--- config.mk ---
export PLATFORM = sky130hd
export DESIGN_NAME = decode_stage_flat
export DESIGN_NICKNAME = d
export VERILOG_FILES = /design/src/rtl/dec_pkg.sv /design/src/rtl/dec_if.sv /design/src/rtl/dec_ctrl_lut.sv /design/src/rtl/decode_stage.sv /design/src/flat_wrapper.sv
export SDC_FILE = /design/constraint.sdc
export NUM_CORES = 1
export LEC_CHECK = 0
export CAP_MARGIN = 20
export CORE_ASPECT_RATIO = 2
export CORE_UTILIZATION = 35
export DETAILED_ROUTE_END_ITERATION = 8
export PLACE_DENSITY = 0.6
export SLEW_MARGIN = 15
export SYNTH_ARGS = -nofsm -noshare
export SYNTH_HDL_FRONTEND = slang
export SYNTH_SLANG_ARGS = --single-unit
--- constraint.sdc ---
create_clock -name clk -period 2.3 [get_ports clk]
set_input_delay 0.46 -clock clk [delete_from_list [all_inputs] [get_ports clk]]
set_output_delay 0.46 -clock clk [all_outputs]
set_load 0.02 [all_outputs]
--- src/rtl/dec_pkg.sv ---
// Shared decode definitions: opcode numbers, control-word layout, the per-opcode
// control table, MD/BS encodings and the decode FSM state type.
package dec_pkg;

  localparam int OPC_NOP  = 0;
  localparam int OPC_ADD  = 1;
  localparam int OPC_OUT  = 2;
  localparam int OPC_SLT  = 3;
  localparam int OPC_AND  = 4;
  localparam int OPC_LD   = 5;
  localparam int OPC_SBI  = 6;
  localparam int OPC_LSL  = 7;
  localparam int OPC_IN   = 8;
  localparam int OPC_XRI  = 9;
  localparam int OPC_ADI  = 10;
  localparam int OPC_BZ   = 11;
  localparam int OPC_BNZ  = 12;
  localparam int OPC_ST   = 13;
  localparam int OPC_MOVA = 14;
  localparam int OPC_JMP  = 15;
  localparam int OPC_JML  = 16;
  localparam int NUM_OPC  = 17;

  localparam logic [1:0] BS_NEXT = 2'b00;
  localparam logic [1:0] BS_COND = 2'b01;
  localparam logic [1:0] BS_TRAP = 2'b10;
  localparam logic [1:0] BS_JUMP = 2'b11;

  localparam logic [1:0] MD_FU  = 2'b00;
  localparam logic [1:0] MD_MEM = 2'b01;
  localparam logic [1:0] MD_IN  = 2'b10;
  localparam logic [1:0] MD_PC1 = 2'b11;

  localparam logic [3:0] FS_PASS = 4'd0;
  localparam logic [3:0] FS_ADD  = 4'd1;
  localparam logic [3:0] FS_SUB  = 4'd2;
  localparam logic [3:0] FS_AND  = 4'd3;
  localparam logic [3:0] FS_XOR  = 4'd4;
  localparam logic [3:0] FS_LSL  = 4'd5;
  localparam logic [3:0] FS_SLT  = 4'd6;

  typedef enum logic {RUN = 1'b0, JML_JUMP = 1'b1} state_e;

  typedef struct packed {
    logic [1:0] bs;
    logic       ps;
    logic       mw;
    logic       rw;
    logic       ma;
    logic       mb;
    logic [1:0] md;
    logic [3:0] fs;
    logic       cs;
    logic       oe;
  } uop_ctrl_t;

  // use_* flags say which instruction fields pass through; the rest are forced to 0.
  typedef struct packed {
    logic      use_da;
    logic      use_aa;
    logic      use_ba;
    logic      use_sh;
    uop_ctrl_t ctl;
  } ctrl_word_t;

  function automatic ctrl_word_t cw(input logic [3:0] use_f, input logic [1:0] bs,
                                    input logic ps, input logic mw, input logic rw,
                                    input logic ma, input logic mb, input logic [1:0] md,
                                    input logic [3:0] fs, input logic cs, input logic oe);
    cw = '{use_f[3], use_f[2], use_f[1], use_f[0], '{bs, ps, mw, rw, ma, mb, md, fs, cs, oe}};
  endfunction

  localparam ctrl_word_t CTRL_TABLE [NUM_OPC] = '{
    cw(4'b0000, BS_NEXT, 1'b0, 1'b0, 1'b0, 1'b0, 1'b0, MD_FU,  FS_PASS, 1'b0, 1'b0), // NOP
    cw(4'b1110, BS_NEXT, 1'b0, 1'b0, 1'b1, 1'b0, 1'b0, MD_FU,  FS_ADD,  1'b0, 1'b0), // ADD
    cw(4'b0100, BS_NEXT, 1'b0, 1'b0, 1'b0, 1'b0, 1'b0, MD_FU,  FS_PASS, 1'b0, 1'b1), // OUT
    cw(4'b1110, BS_NEXT, 1'b0, 1'b0, 1'b1, 1'b0, 1'b0, MD_FU,  FS_SLT,  1'b0, 1'b0), // SLT
    cw(4'b1110, BS_NEXT, 1'b0, 1'b0, 1'b1, 1'b0, 1'b0, MD_FU,  FS_AND,  1'b0, 1'b0), // AND
    cw(4'b1100, BS_NEXT, 1'b0, 1'b0, 1'b1, 1'b0, 1'b0, MD_MEM, FS_PASS, 1'b0, 1'b0), // LD
    cw(4'b1101, BS_NEXT, 1'b0, 1'b0, 1'b1, 1'b0, 1'b1, MD_FU,  FS_SUB,  1'b0, 1'b0), // SBI
    cw(4'b1101, BS_NEXT, 1'b0, 1'b0, 1'b1, 1'b0, 1'b0, MD_FU,  FS_LSL,  1'b0, 1'b0), // LSL
    cw(4'b1000, BS_NEXT, 1'b0, 1'b0, 1'b1, 1'b0, 1'b0, MD_IN,  FS_PASS, 1'b0, 1'b0), // IN
    cw(4'b1101, BS_NEXT, 1'b0, 1'b0, 1'b1, 1'b0, 1'b1, MD_FU,  FS_XOR,  1'b0, 1'b0), // XRI
    cw(4'b1101, BS_NEXT, 1'b0, 1'b0, 1'b1, 1'b0, 1'b1, MD_FU,  FS_ADD,  1'b0, 1'b0), // ADI
    cw(4'b0101, BS_COND, 1'b0, 1'b0, 1'b0, 1'b0, 1'b0, MD_FU,  FS_PASS, 1'b1, 1'b0), // BZ
    cw(4'b0101, BS_COND, 1'b1, 1'b0, 1'b0, 1'b0, 1'b0, MD_FU,  FS_PASS, 1'b1, 1'b0), // BNZ
    cw(4'b0110, BS_NEXT, 1'b0, 1'b1, 1'b0, 1'b0, 1'b0, MD_FU,  FS_PASS, 1'b0, 1'b0), // ST
    cw(4'b1100, BS_NEXT, 1'b0, 1'b0, 1'b1, 1'b0, 1'b0, MD_FU,  FS_PASS, 1'b0, 1'b0), // MOVA
    cw(4'b0001, BS_JUMP, 1'b0, 1'b0, 1'b0, 1'b0, 1'b1, MD_FU,  FS_PASS, 1'b1, 1'b0), // JMP
    cw(4'b0000, BS_NEXT, 1'b0, 1'b0, 1'b1, 1'b0, 1'b0, MD_PC1, FS_PASS, 1'b0, 1'b0)  // JML link
  };

endpackage

--- src/rtl/dec_if.sv ---
// Decode stage bus: upstream instruction handshake plus the downstream micro-op.
interface dec_if #(
  parameter int INST_W = 17,
  parameter int REG_AW = 3
);
  logic [INST_W-1:0] inst_in;
  logic              in_valid;
  logic              in_ready;
  logic              out_valid;
  logic              out_ready;
  logic [REG_AW-1:0] DA, AA, BA;
  logic [1:0]        BS;
  logic              PS, MW, RW, MA, MB;
  logic [1:0]        MD;
  logic [3:0]        FS;
  logic [2:0]        SH;
  logic              CS, OE;
  logic              illegal;

  modport master (
    output inst_in, in_valid, out_ready,
    input  in_ready, out_valid, DA, AA, BA, BS, PS, MW, RW, MA, MB, MD, FS, SH, CS, OE, illegal
  );

  modport slave (
    input  inst_in, in_valid, out_ready,
    output in_ready, out_valid, DA, AA, BA, BS, PS, MW, RW, MA, MB, MD, FS, SH, CS, OE, illegal
  );
endinterface

--- src/rtl/dec_ctrl_lut.sv ---
// Combinational instruction field split and control-table lookup.
// With DECODE_ILLEGAL_TRAP_EN defined, undefined opcodes produce the trap control word.
module dec_ctrl_lut
  import dec_pkg::*;
#(
  parameter int INST_W   = 17,
  parameter int OPC_W    = 5,
  parameter int REG_AW   = 3,
  parameter int LINK_REG = 7
) (
  input  logic [INST_W-1:0] inst,
  output uop_ctrl_t         ctl,
  output logic [REG_AW-1:0] da,
  output logic [REG_AW-1:0] aa,
  output logic [REG_AW-1:0] ba,
  output logic [2:0]        sh,
  output logic              illegal,
  output logic              is_jml
);
  localparam int BA_LO = 3;
  localparam int AA_LO = 3 + REG_AW;
  localparam int DA_LO = 3 + 2 * REG_AW;

  logic [OPC_W-1:0] opc;
  ctrl_word_t       cw_sel;

  assign opc = inst[INST_W-1 -: OPC_W];

  always_comb begin
    cw_sel  = CTRL_TABLE[OPC_NOP];
    illegal = 1'b0;
    if (int'(opc) < NUM_OPC) begin
      cw_sel = CTRL_TABLE[int'(opc)];
    end else begin
      illegal = 1'b1;
`ifdef DECODE_ILLEGAL_TRAP_EN
      cw_sel.ctl.bs = BS_TRAP;
      cw_sel.ctl.cs = 1'b1;
`endif
    end
    is_jml = (int'(opc) == OPC_JML);
    ctl    = cw_sel.ctl;
    da     = cw_sel.use_da ? inst[DA_LO +: REG_AW] : '0;
    aa     = cw_sel.use_aa ? inst[AA_LO +: REG_AW] : '0;
    ba     = cw_sel.use_ba ? inst[BA_LO +: REG_AW] : '0;
    sh     = cw_sel.use_sh ? inst[2:0] : 3'b000;
    // The JML link half always writes the return address into the link register.
    if (is_jml) da = REG_AW'(LINK_REG);
  end
endmodule

--- src/rtl/decode_stage.sv ---
// Decode stage: registered micro-op with valid/ready handshake; JML is split into link + jump.
// DECODE_ILLEGAL_TRAP_EN: illegal opcodes emit a trap micro-op and stall intake until flush.
module decode_stage
  import dec_pkg::*;
#(
  parameter int INST_W   = 17,
  parameter int OPC_W    = 5,
  parameter int REG_AW   = 3,
  parameter int LINK_REG = 7
) (
  input  logic clk,
  input  logic rst_n,
  input  logic flush,
  dec_if.slave bus
);
  localparam int FLD_W = INST_W - OPC_W;

  state_e            state, state_nxt;
  logic              out_valid, valid_nxt, link_held, trap_hold;
  logic              in_ready, accept, consume, load;
  logic [FLD_W-1:0]  held_fields;
  logic [INST_W-1:0] lut_inst;
  uop_ctrl_t         lut_ctl, ctl_r;
  logic [REG_AW-1:0] lut_da, lut_aa, lut_ba, da_r, aa_r, ba_r;
  logic [2:0]        lut_sh, sh_r;
  logic              lut_illegal, lut_jml, illegal_r;

  // While splitting a JML, the lookup sees the held fields re-tagged as a JMP.
  assign lut_inst = (state == JML_JUMP) ? {OPC_W'(OPC_JMP), held_fields} : bus.inst_in;

  dec_ctrl_lut #(
    .INST_W(INST_W), .OPC_W(OPC_W), .REG_AW(REG_AW), .LINK_REG(LINK_REG)
  ) u_lut (
    .inst(lut_inst), .ctl(lut_ctl), .da(lut_da), .aa(lut_aa), .ba(lut_ba),
    .sh(lut_sh), .illegal(lut_illegal), .is_jml(lut_jml)
  );

  assign in_ready = rst_n && !flush && (state == RUN) && !trap_hold && (!out_valid || bus.out_ready);
  assign accept   = bus.in_valid && in_ready;
  assign consume  = out_valid && bus.out_ready;

  always_comb begin
    state_nxt = state;
    valid_nxt = out_valid;
    load      = 1'b0;
    if (flush) begin
      state_nxt = RUN;
      valid_nxt = 1'b0;
    end else begin
      case (state)
        RUN: begin
          if (accept) begin
            load      = 1'b1;
            valid_nxt = 1'b1;
            if (lut_jml) state_nxt = JML_JUMP;
          end else if (consume) begin
            valid_nxt = 1'b0;
          end
        end
        JML_JUMP: begin
          if (consume) begin
            if (link_held) begin
              load      = 1'b1;
              valid_nxt = 1'b1;
            end else begin
              valid_nxt = 1'b0;
              state_nxt = RUN;
            end
          end
        end
        default: state_nxt = RUN;
      endcase
    end
  end

  always_ff @(posedge clk) begin
    if (!rst_n) begin
      state     <= RUN;
      out_valid <= 1'b0;
      link_held <= 1'b0;
      ctl_r     <= '0;
      da_r      <= '0;
      aa_r      <= '0;
      ba_r      <= '0;
      sh_r      <= '0;
      illegal_r <= 1'b0;
    end else begin
      state     <= state_nxt;
      out_valid <= valid_nxt;
      if (load) begin
        ctl_r     <= lut_ctl;
        da_r      <= lut_da;
        aa_r      <= lut_aa;
        ba_r      <= lut_ba;
        sh_r      <= lut_sh;
        illegal_r <= lut_illegal;
      end
      if (flush)       link_held <= 1'b0;
      else if (accept) link_held <= lut_jml;
      else if (load)   link_held <= 1'b0;
    end
  end

  always_ff @(posedge clk) begin
    if (accept) held_fields <= bus.inst_in[FLD_W-1:0];
  end

`ifdef DECODE_ILLEGAL_TRAP_EN
  always_ff @(posedge clk) begin
    if (!rst_n || flush)          trap_hold <= 1'b0;
    else if (accept && lut_illegal) trap_hold <= 1'b1;
  end
`else
  assign trap_hold = 1'b0;
`endif

  assign bus.in_ready  = in_ready;
  assign bus.out_valid = out_valid;
  assign bus.DA        = da_r;
  assign bus.AA        = aa_r;
  assign bus.BA        = ba_r;
  assign bus.SH        = sh_r;
  assign bus.BS        = ctl_r.bs;
  assign bus.PS        = ctl_r.ps;
  assign bus.MW        = ctl_r.mw;
  assign bus.RW        = ctl_r.rw;
  assign bus.MA        = ctl_r.ma;
  assign bus.MB        = ctl_r.mb;
  assign bus.MD        = ctl_r.md;
  assign bus.FS        = ctl_r.fs;
  assign bus.CS        = ctl_r.cs;
  assign bus.OE        = ctl_r.oe;
  assign bus.illegal   = illegal_r;
endmodule

--- src/flat_wrapper.sv ---
// flat-port wrapper written by rule: the top's interface ports become plain ports
module decode_stage_flat import dec_pkg::*;
#(
  parameter int INST_W   = 17,
  parameter int OPC_W    = 5,
  parameter int REG_AW   = 3,
  parameter int LINK_REG = 7
)
  (clk, rst_n, flush, bus_inst_in, bus_in_valid, bus_out_ready, bus_in_ready, bus_out_valid, bus_DA, bus_AA, bus_BA, bus_BS, bus_PS, bus_MW, bus_RW, bus_MA, bus_MB, bus_MD, bus_FS, bus_SH, bus_CS, bus_OE, bus_illegal);
  dec_if #(.INST_W(INST_W), .REG_AW(REG_AW)) bus_i ();
  input  logic clk;
  input  logic rst_n;
  input  logic flush;
  input wire logic [$bits(bus_i.inst_in)-1:0] bus_inst_in;
  input wire logic [$bits(bus_i.in_valid)-1:0] bus_in_valid;
  input wire logic [$bits(bus_i.out_ready)-1:0] bus_out_ready;
  output wire logic [$bits(bus_i.in_ready)-1:0] bus_in_ready;
  output wire logic [$bits(bus_i.out_valid)-1:0] bus_out_valid;
  output wire logic [$bits(bus_i.DA)-1:0] bus_DA;
  output wire logic [$bits(bus_i.AA)-1:0] bus_AA;
  output wire logic [$bits(bus_i.BA)-1:0] bus_BA;
  output wire logic [$bits(bus_i.BS)-1:0] bus_BS;
  output wire logic [$bits(bus_i.PS)-1:0] bus_PS;
  output wire logic [$bits(bus_i.MW)-1:0] bus_MW;
  output wire logic [$bits(bus_i.RW)-1:0] bus_RW;
  output wire logic [$bits(bus_i.MA)-1:0] bus_MA;
  output wire logic [$bits(bus_i.MB)-1:0] bus_MB;
  output wire logic [$bits(bus_i.MD)-1:0] bus_MD;
  output wire logic [$bits(bus_i.FS)-1:0] bus_FS;
  output wire logic [$bits(bus_i.SH)-1:0] bus_SH;
  output wire logic [$bits(bus_i.CS)-1:0] bus_CS;
  output wire logic [$bits(bus_i.OE)-1:0] bus_OE;
  output wire logic [$bits(bus_i.illegal)-1:0] bus_illegal;
  assign bus_i.inst_in = bus_inst_in;
  assign bus_i.in_valid = bus_in_valid;
  assign bus_i.out_ready = bus_out_ready;
  assign bus_in_ready = bus_i.in_ready;
  assign bus_out_valid = bus_i.out_valid;
  assign bus_DA = bus_i.DA;
  assign bus_AA = bus_i.AA;
  assign bus_BA = bus_i.BA;
  assign bus_BS = bus_i.BS;
  assign bus_PS = bus_i.PS;
  assign bus_MW = bus_i.MW;
  assign bus_RW = bus_i.RW;
  assign bus_MA = bus_i.MA;
  assign bus_MB = bus_i.MB;
  assign bus_MD = bus_i.MD;
  assign bus_FS = bus_i.FS;
  assign bus_SH = bus_i.SH;
  assign bus_CS = bus_i.CS;
  assign bus_OE = bus_i.OE;
  assign bus_illegal = bus_i.illegal;
  decode_stage #(.INST_W(INST_W), .OPC_W(OPC_W), .REG_AW(REG_AW), .LINK_REG(LINK_REG)) u_core (.clk(clk), .rst_n(rst_n), .flush(flush), .bus(bus_i));
endmodule
Figure 1. Zoomed window (run 1).
Window x 30 to 50, y 68 to 88 microns. Cells in grey, sequential cells in the stronger grey; small squares are vias.
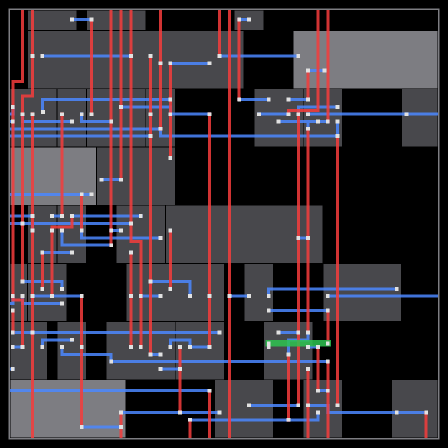
| layer | colour |
|---|---|
| M2 | red |
| M1 | blue |
| M3 | green |
most frequent: nand2_1 (5)
cells with their middle in the window: 27
sequential cells in the window: 3

Figure 2. I/O nets highlighted (run 1).
Drawn at 4 px/micron.
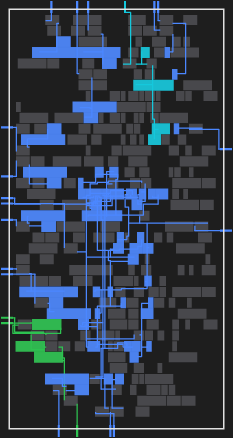
| port | colour | bits | direction | edge | end cells | buffers | wire |
|---|---|---|---|---|---|---|---|
| bus_SH | green | 3 | output | 2 west, 1 south | 3 | 3 | 62.5 microns |
| flush | cyan | 1 | input | north | 4 | 2 | 46.2 microns |
| bus_inst_in | blue | 17 | input | 7 west, 5 north, 3 south, 2 east | 56 | 24 | 783 microns |
count of input and output buffers: 49
IO Pins: 52

==> results.cfg, run 1 <==
; implementation run metrics
[die]
std_cell_rows = 37
die_y_microns = 104
taps = 58

[power_and_ir_drop]
p_per_area_nw_per_um2 = 554
ir_worst_vdd_mv = 0.710
switching_share = 0.241

[critical_path]
arrival_ns = 2.28
crit_fanout = 4

[detailed_routing]
first_pass_iters = 4

[logic_synthesis]
ys_async_sr_fraction = 0
synth_stat.cells = 184
synthMuxAreaShare = 0.0660
yosysMostFrequentCell = dfxtp_1

[cts]
postCtsSetupBuffers = 0
hold_buffers = 0
cts_resized = 0

[cells_and_area]
final_util = 0.526
drive_gt1_frac = 0.174
fillerInstances = 505
flops = 37

[sta]
finalWorstSetupSlack_ns = 0.229
rsz0062_at_grt = no
hold_viol_final = 0
period_used_share = 0.901

[placed_design]
dp.cells = 308
dpl_cell_area_sq_um = 2570
pre_cts_slack_ns = -0.0468

[global_routing]
top_usage_layer = met2
met2_usage = 0.340

[status]
outcome = finished clean
Figure 3. Routed metal, one colour a layer (run 1).
Drawn at 8 px/micron. Two of the layers only.
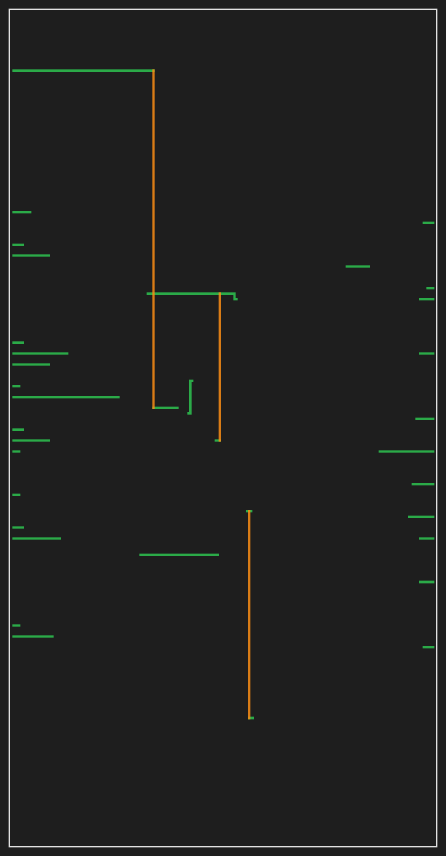
| layer | colour | wire length |
|---|---|---|
| M3 | green | 126 microns |
| M4 | orange | 86.4 microns |
Via Count: 1622
final wirelength: 4780 microns
Avg WL per Cell: 15.1 microns

==> run 2, diff against run 1 <==
--- a/config.mk
+++ b/config.mk
@@ -8,6 +8,7 @@
 export CAP_MARGIN = 20
 export CORE_ASPECT_RATIO = 2
 export CORE_UTILIZATION = 35
+export CTS_BUF_LIST = sky130_fd_sc_hd__clkbuf_16
 export DETAILED_ROUTE_END_ITERATION = 8
 export PLACE_DENSITY = 0.6
 export SLEW_MARGIN = 15
Figure 4. I/O nets highlighted (run 2).
Drawn at 4 px/micron.
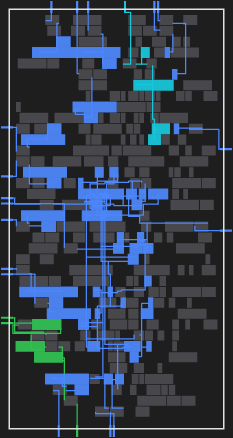
| port | colour | bits | direction | edge | end cells | buffers | wire |
|---|---|---|---|---|---|---|---|
| flush | cyan | 1 | input | north | 4 | 2 | 46.2 microns |
| bus_SH | green | 3 | output | 2 west, 1 south | 3 | 3 | 62.5 microns |
| bus_inst_in | blue | 17 | input | 7 west, 5 north, 3 south, 2 east | 56 | 24 | 785 microns |

Figure 5. Zoomed window (run 2).
Window x 30 to 50, y 68 to 88 microns. Cells in grey, sequential cells in the stronger grey; small squares are vias.
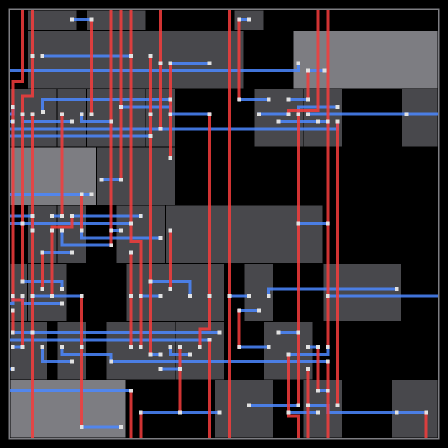
| layer | colour |
|---|---|
| M1 | blue |
| M2 | red |
cells with their middle in the window: 27
sequential cells in the window: 3
most frequent: nand2_1 (5)

Figure 6. Routed metal, one colour a layer (run 2).
Drawn at 8 px/micron. Two of the layers only.
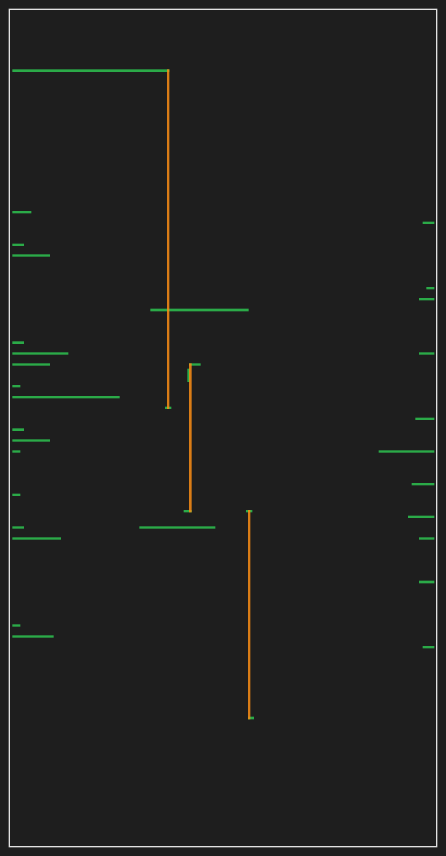
| layer | colour | wire length |
|---|---|---|
| M3 | green | 121 microns |
| M4 | orange | 86.4 microns |
final wirelength: 4790 microns
GRT Overall Usage: 0.191

==> run 2 against run 1 <==
Net effect: count of clock-buffer cells in the layout stayed put; worst setup slack worse by 0.011 ns; sequential cell count stayed put; die size stayed put; core utilization is 1.1 points higher; critical path type unchanged; critical endpoint unchanged; largest power group is now the clock network; highest routed layer unchanged.
==> results.cfg, run 2 <==
; implementation run metrics
[placed_design]
portBuffers = 49
dp.cells = 308
dpl_cell_area_sq_um = 2570
pre_cts_slack_ns = -0.0468

[status]
outcome = finished clean

[power_and_ir_drop]
ir_worst_vdd_mv = 0.793
switching_share = 0.225
p_per_area_nw_per_um2 = 620
p_seq_frac = 0.406

[detailed_routing]
num_vias = 1625
first_pass_iters = 4
drtAntennaViolNets = 0

[critical_path]
crit_slowest_cell = clkdlybuf4s50_1
crit_start = bus_inst_in[12]
arrival_ns = 2.28
crit_fanout = 4
cp_data_required_time_ns = 2.50
path_buffers = 2

[logic_synthesis]
synth_stat.cells = 184
syn_avg_cell_area_sq_um = 9.99
ys_async_sr_fraction = 0
topCellsByArea = dfxtp_1 30%, edfxtp_1 15%, mux2i_1 6.0%
synthMuxAreaShare = 0.0660
yosysMostFrequentCell = dfxtp_1
synth_cell_types = 43
logic_family = AND-OR/OR-AND gates
top_cells_by_count = 28 x dfxtp_1, 18 x nand2_1, 15 x a21oi_1

[cells_and_area]
nNonClkInverters = 6
nClkBuffers = 5
flops = 37
drive_gt1_frac = 0.174
final_util = 0.537
area_growth_pct = 48.8
fillerInstances = 497

[global_routing]
overflow = 0
met2_usage = 0.340
top_usage_layer = met2

[cts]
cts_tree = yes
postCtsSetupBuffers = 0
hold_buffers = 0
cts_resized = 0

[die]
taps = 58
die_y_microns = 104
std_cell_rows = 37

[sta]
rsz0062_at_grt = no
finalWorstSetupSlack_ns = 0.217
hold_viol_final = 0
period_used_share = 0.906
finalMaxSlewViolations = 0

[hold_path]
hold_end = u_core.bus.FS[1]
==> run 3, diff against run 2 <==
--- a/config.mk
+++ b/config.mk
@@ -9,9 +9,10 @@
 export CORE_ASPECT_RATIO = 2
 export CORE_UTILIZATION = 35
 export CTS_BUF_LIST = sky130_fd_sc_hd__clkbuf_16
+export CTS_CLUSTER_SIZE = 30
 export DETAILED_ROUTE_END_ITERATION = 8
 export PLACE_DENSITY = 0.6
-export SLEW_MARGIN = 15
+export SLEW_MARGIN = 25
 export SYNTH_ARGS = -nofsm -noshare
 export SYNTH_HDL_FRONTEND = slang
 export SYNTH_SLANG_ARGS = --single-unit
Figure 7. Zoomed window (run 3).
Window x 30 to 50, y 68 to 88 microns. Cells in grey, sequential cells in the stronger grey; small squares are vias.
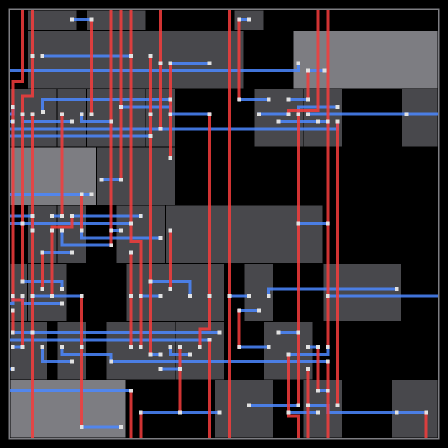
| layer | colour |
|---|---|
| M2 | red |
| M1 | blue |
most frequent: nand2_1 (5)
cells with their middle in the window: 27
sequential cells in the window: 3

Figure 8. Routed metal, one colour a layer (run 3).
Drawn at 8 px/micron. Two of the layers only.
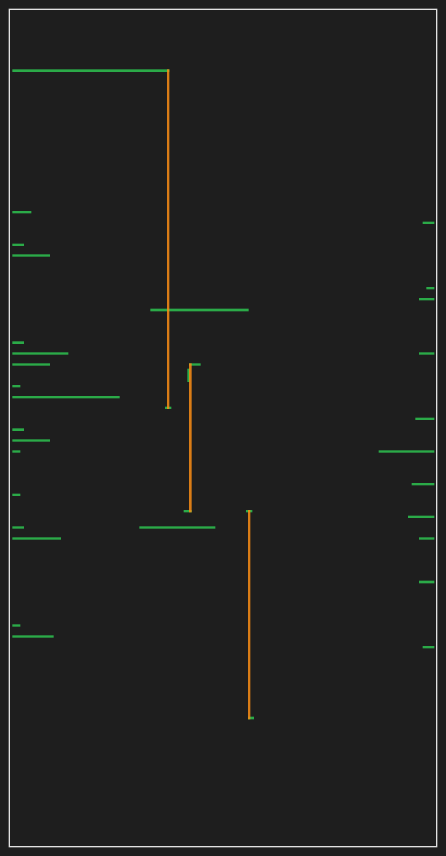
| layer | colour | wire length |
|---|---|---|
| M4 | orange | 86.4 microns |
| M3 | green | 121 microns |
Via Count: 1625
Avg WL per Cell: 15.2 microns

Figure 9. Met2 routing (run 3).
Drawn at 4 px/micron.
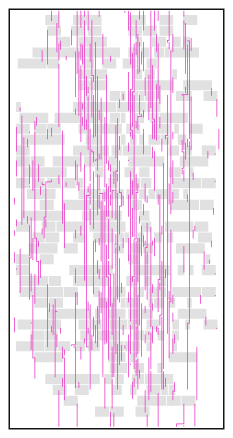
share of all routed wire: 55%
wire length on this layer: 2640 microns
main direction: vertical
met2 Use GR: 0.340

==> run 3 against run 2 <==
Net effect: sequential share of layout area unchanged; global-route usage unchanged; register-to-register slack about the same; non-clock buffer count unchanged; sequential cell count unchanged; worst hold slack unchanged; combinational power about the same; wire length unchanged; sequential power about the same; largest power group unchanged.
==> results.cfg, run 3 <==
; implementation run metrics
[cells_and_area]
nClkBuffers = 5
fillerInstances = 497
final_util = 0.537
flops = 37
area_growth_pct = 48.8
drive_gt1_frac = 0.174

[power_and_ir_drop]
p_seq_frac = 0.406
switching_share = 0.225
p_per_area_nw_per_um2 = 620

[critical_path]
crit_slowest_cell = clkdlybuf4s50_1
crit_fanout = 4
path_buffers = 2
crit_start = bus_inst_in[12]

[logic_synthesis]
synth_cell_types = 43
logic_family = AND-OR/OR-AND gates
yosysMostFrequentCell = dfxtp_1
topCellsByArea = dfxtp_1 30%, edfxtp_1 15%, mux2i_1 6.0%
synth_stat.cells = 184
ys_async_sr_fraction = 0
top_cells_by_count = 28 x dfxtp_1, 18 x nand2_1, 15 x a21oi_1
synthMuxAreaShare = 0.0660

[sta]
finalWorstSetupSlack_ns = 0.217
rsz0062_at_grt = no

[global_routing]
grtUsageTotal = 0.191
overflow = 0

[cts]
cts_resized = 0
cts_tree = yes
hold_buffers = 0

[placed_design]
portBuffers = 49
pre_cts_slack_ns = -0.0468

[die]
die_y_microns = 104
std_cell_rows = 37
ioPinCount = 52

[status]
outcome = finished clean

[detailed_routing]
wl_microns = 4790
drtAntennaViolNets = 0
No activity file was given, so power comes from the tool's default toggle rates.
